File: src/rtl/pid_controller.sv
// Fixed-point PID regulator: one correction every five cycles, with saturation at every stage.
// state | meaning: IDLE wait for run | SAMPLE latch e | PROP P | INTEG integral,I | DERIV D,e_prev | SUM out,strobe
module pid_controller #(
  parameter int D_WIDTH = 16,
  parameter int Q_BITS  = 13
) (
  input  logic               clk,
  input  logic               rstb,
  input  logic               write_enable,
  input  logic               iterate_enable,
  input  logic [D_WIDTH-1:0] reg_addr,
  input  logic [D_WIDTH-1:0] reg_data,
  input  logic [D_WIDTH-1:0] target,
  input  logic [D_WIDTH-1:0] measurement,
  output logic [D_WIDTH-1:0] out,
  output logic               out_valid
);

  // Working width covers the D_WIDTH+1 derivative difference times a gain.
  localparam int W = 2*D_WIDTH + 2;
  localparam logic signed [W-1:0] SMAX = {{(W-D_WIDTH+1){1'b0}}, {(D_WIDTH-1){1'b1}}};
  localparam logic signed [W-1:0] SMIN = {{(W-D_WIDTH+1){1'b1}}, {(D_WIDTH-1){1'b0}}};

  typedef enum logic [2:0] {
    S_IDLE,
    S_SAMPLE,
    S_PROP,
    S_INTEG,
    S_DERIV,
    S_SUM
  } state_t;

  state_t             state_q;
  logic [D_WIDTH-1:0] kp_q, ki_q, kd_q;
  logic [D_WIDTH-1:0] e_q, eprev_q, integ_q;
  logic [D_WIDTH-1:0] p_q, i_q, d_q;
  logic [D_WIDTH-1:0] e_d, p_d, integ_d, i_d, d_d, out_d;
  logic signed [W-1:0] prod_p, prod_i, prod_d;
  logic               run_ok;

  function automatic logic signed [W-1:0] sx(input logic [D_WIDTH-1:0] v);
    return {{(W-D_WIDTH){v[D_WIDTH-1]}}, v};
  endfunction

  function automatic logic [D_WIDTH-1:0] sat(input logic signed [W-1:0] v);
    logic [D_WIDTH-1:0] r;
    if (v > SMAX)      r = SMAX[D_WIDTH-1:0];
    else if (v < SMIN) r = SMIN[D_WIDTH-1:0];
    else               r = v[D_WIDTH-1:0];
    return r;
  endfunction

  assign run_ok  = iterate_enable & write_enable;
  assign e_d     = sat(sx(target) - sx(measurement));
  assign prod_p  = sx(kp_q) * sx(e_q);
  assign p_d     = sat(prod_p >>> Q_BITS);
  assign integ_d = sat(sx(integ_q) + sx(e_q));
  assign prod_i  = sx(ki_q) * sx(integ_d);
  assign i_d     = sat(prod_i >>> Q_BITS);
  assign prod_d  = sx(kd_q) * (sx(e_q) - sx(eprev_q));
  assign d_d     = sat(prod_d >>> Q_BITS);
  assign out_d   = sat(sx(p_q) + sx(i_q) + sx(d_q));

  always_ff @(posedge clk or negedge rstb) begin
    if (!rstb) begin
      state_q   <= S_IDLE;
      kp_q      <= '0;
      ki_q      <= '0;
      kd_q      <= '0;
      e_q       <= '0;
      eprev_q   <= '0;
      integ_q   <= '0;
      p_q       <= '0;
      i_q       <= '0;
      d_q       <= '0;
      out       <= '0;
      out_valid <= 1'b0;
    end else begin
      // Gain writes land in any state; later stages of this iteration see them.
      if (!write_enable) begin
        if (reg_addr == D_WIDTH'(0)) kp_q <= reg_data;
        if (reg_addr == D_WIDTH'(1)) ki_q <= reg_data;
        if (reg_addr == D_WIDTH'(2)) kd_q <= reg_data;
      end
      out_valid <= 1'b0;
      case (state_q)
        S_IDLE: begin
          if (run_ok) state_q <= S_SAMPLE;
        end
        S_SAMPLE: begin
          e_q     <= e_d;
          state_q <= S_PROP;
        end
        S_PROP: begin
          p_q     <= p_d;
          state_q <= S_INTEG;
        end
        S_INTEG: begin
          integ_q <= integ_d;
          i_q     <= i_d;
          state_q <= S_DERIV;
        end
        S_DERIV: begin
          d_q     <= d_d;
          eprev_q <= e_q;
          state_q <= S_SUM;
        end
        S_SUM: begin
          out       <= out_d;
          out_valid <= 1'b1;
          state_q   <= run_ok ? S_SAMPLE : S_IDLE;
        end
        default: state_q <= S_IDLE;
      endcase
    end
  end

endmodule

File: config.mk
export PLATFORM = sky130hd
export DESIGN_NAME = pid_controller
export DESIGN_NICKNAME = d
export VERILOG_FILES = /design/src/rtl/pid_controller.sv
export SDC_FILE = /design/constraint.sdc
export NUM_CORES = 2
export LEC_CHECK = 0
export CORE_MARGIN = 3
export CORE_UTILIZATION = 31
export CTS_CLUSTER_SIZE = 24
export DETAILED_ROUTE_END_ITERATION = 8
export PLACE_DENSITY = 0.47
export SYNTH_ARGS = -nofsm -noshare
export SYNTH_HDL_FRONTEND = slang
export SYNTH_SLANG_ARGS = --single-unit
File: constraint.sdc
create_clock -name clk -period 21.2 [get_ports clk]
set_clock_uncertainty 0.15 [all_clocks]
set_input_delay 4.24 -clock clk [delete_from_list [all_inputs] [get_ports clk]]
set_output_delay 4.24 -clock clk [all_outputs]
set_load 0.1 [all_outputs]
==> results_slide.txt <==
Physical Implementation Snapshot

Logic synthesis
  • Synth top cells by count: inv_1 (904), fa_1 (817), nand2_1 (536), and2_1 (310), ha_1 (303)
  • Yosys chip area: around 0.04 mm2
  • Top logic family: adder cells
  • Xor+xnor area frac: 0.0277
  • Post-Synth AOI/OAI Area: 0.0728
  • # Cells Yosys: 4,183
  • Yosys warning tally: 0

Power and ir drop
  • Int Pwr: approximately 2.0 mW
  • Total power: approximately 5.2 mW
  • Sequential logic power: approximately 0.55 mW
  • Net Sw Frac: 0.617

Clocking
  • Number of gates resized after cts: 0
  • Root Driver: clkbuf_16
  • Clk sinks: approximately 160
  • Reg clk slew, reported paths: 0.08 ns
  • TritonCTS buffer count: 17
  • Latency at later pin: 0.48 ns
  • Postcts setup bufs: 0
  • Clock tree buffer depth: 2

Cells and area
  • Seq area share: 0.0971
  • Ant diodes: 2
  • Top Layout Cells: inv_1 (904), fa_1 (817), nand2_1 (536)
  • Comb area share: 0.728
  • Gate Area: roughly 0.031 mm2
  • Non-CTS buffers: roughly 160
  • Multi-input logic cell count: approximately 3,000
  • Area grow syn2layout: 8.74%
  • Post-layout nets: about 5,400
  • Final instance area: around 0.042 mm2

Setup path
  • FF-to-FF End: d_q[6]
  • RR Startpoint: e_q[1]
  • CP dominant cell by count: a21oi_1
  • Crit. path cell count: 38
  • Worst Path Max Fanout: 33
  • Critical path endpoint: d_q[6]

Global route
  • Initial antenna violation count: 8

Detailed routing
  • Antenna-violating nets left: 0
  • Wire per inst: around 19 um
  • Via count: 27,500
  • Avg Vias per Cell: between 4 and 5
  • Routed wire length: 109,000 um

Die
  • Tap cells: ~1,600
  • Die Area: 0.130 mm2

Final timing
  • Slew Viols, Final: 0
  • Worst rel slew slack: 0.162
  • Slew at the pin with the worst max-slew slack: 1.25 ns
  • Setup TNS Final: 0 ns
  • Final Setup Violations: 0

Run
  • Max-Cap Viols: 0
  • OpenROAD warning count: 26

Placement
  • Hpwl dp: roughly 87,000 um

Run status
  • Status: finished clean

Min path
  • Hold path startpoint: e_q[9]
==> per-layer routing <==
layer	global-route usage	wire [um]
met3	0.0190	3920
met2	0.300	52500
met1	0.245	51500
met4	0.0287	1530
met5	0	0
==> kinds of logic after synthesis <==
logic type	after synthesis
and+or+nand+nor	1225
DFF	164
buffers and inverters	1077
AOI/OAI and AO/OA	418
adders and majority gates	1122
xor gates and xnor gates	123
muxes	54
==> registers in the layout, summed over array words and instances, names as in the netlist <==
name and flops:
kp_q 16, i_q 16, d_q 16, out 16
e_q 16, kd_q 16, ki_q 16, p_q 16
eprev_q 16, out_valid 1, integ_q 16, state_q 3
==> images/class_map.png <==
Bar = 100 um.
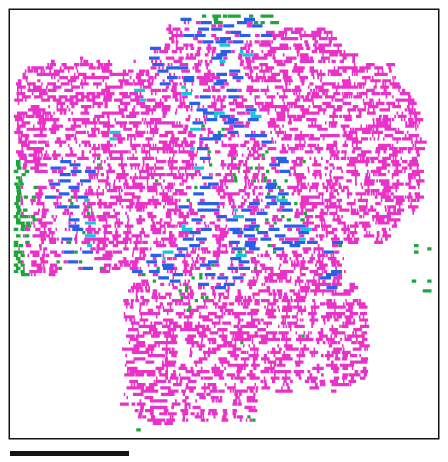
colour	class	cells
blue	sequential cells	164
cyan	clock drivers and dummy loads	32
magenta	remaining logic cells	3,847
green	remaining buffers and delay cells	155

==> images/clock_wires.png <==
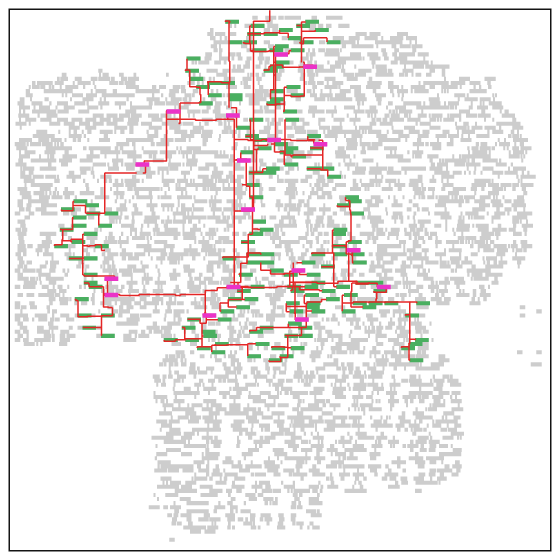
[green] flip-flops | count: 164
[red] clock wires | length: 2,740 um
[magenta] clock-net drivers | count: 17
routed clock nets	18

==> images/floorplan.png <==
Bar = 100 um. Pins as bars on the die edge. Tap cells in grey.
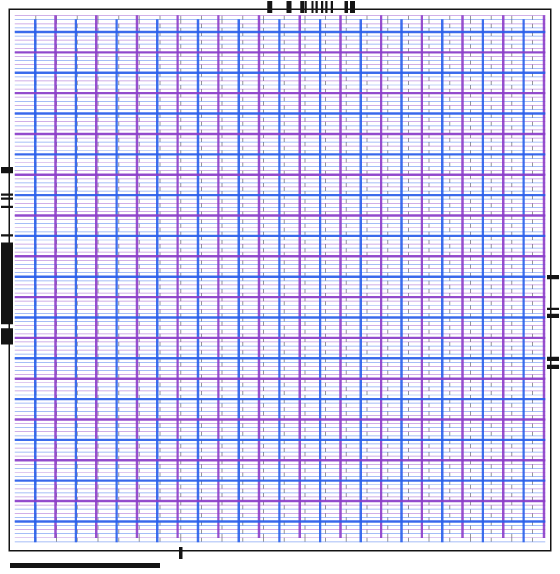
colour	net
blue	VSS
purple	VDD
rows	129
met1 rails	130

Power and IR drop assume default switching activity.
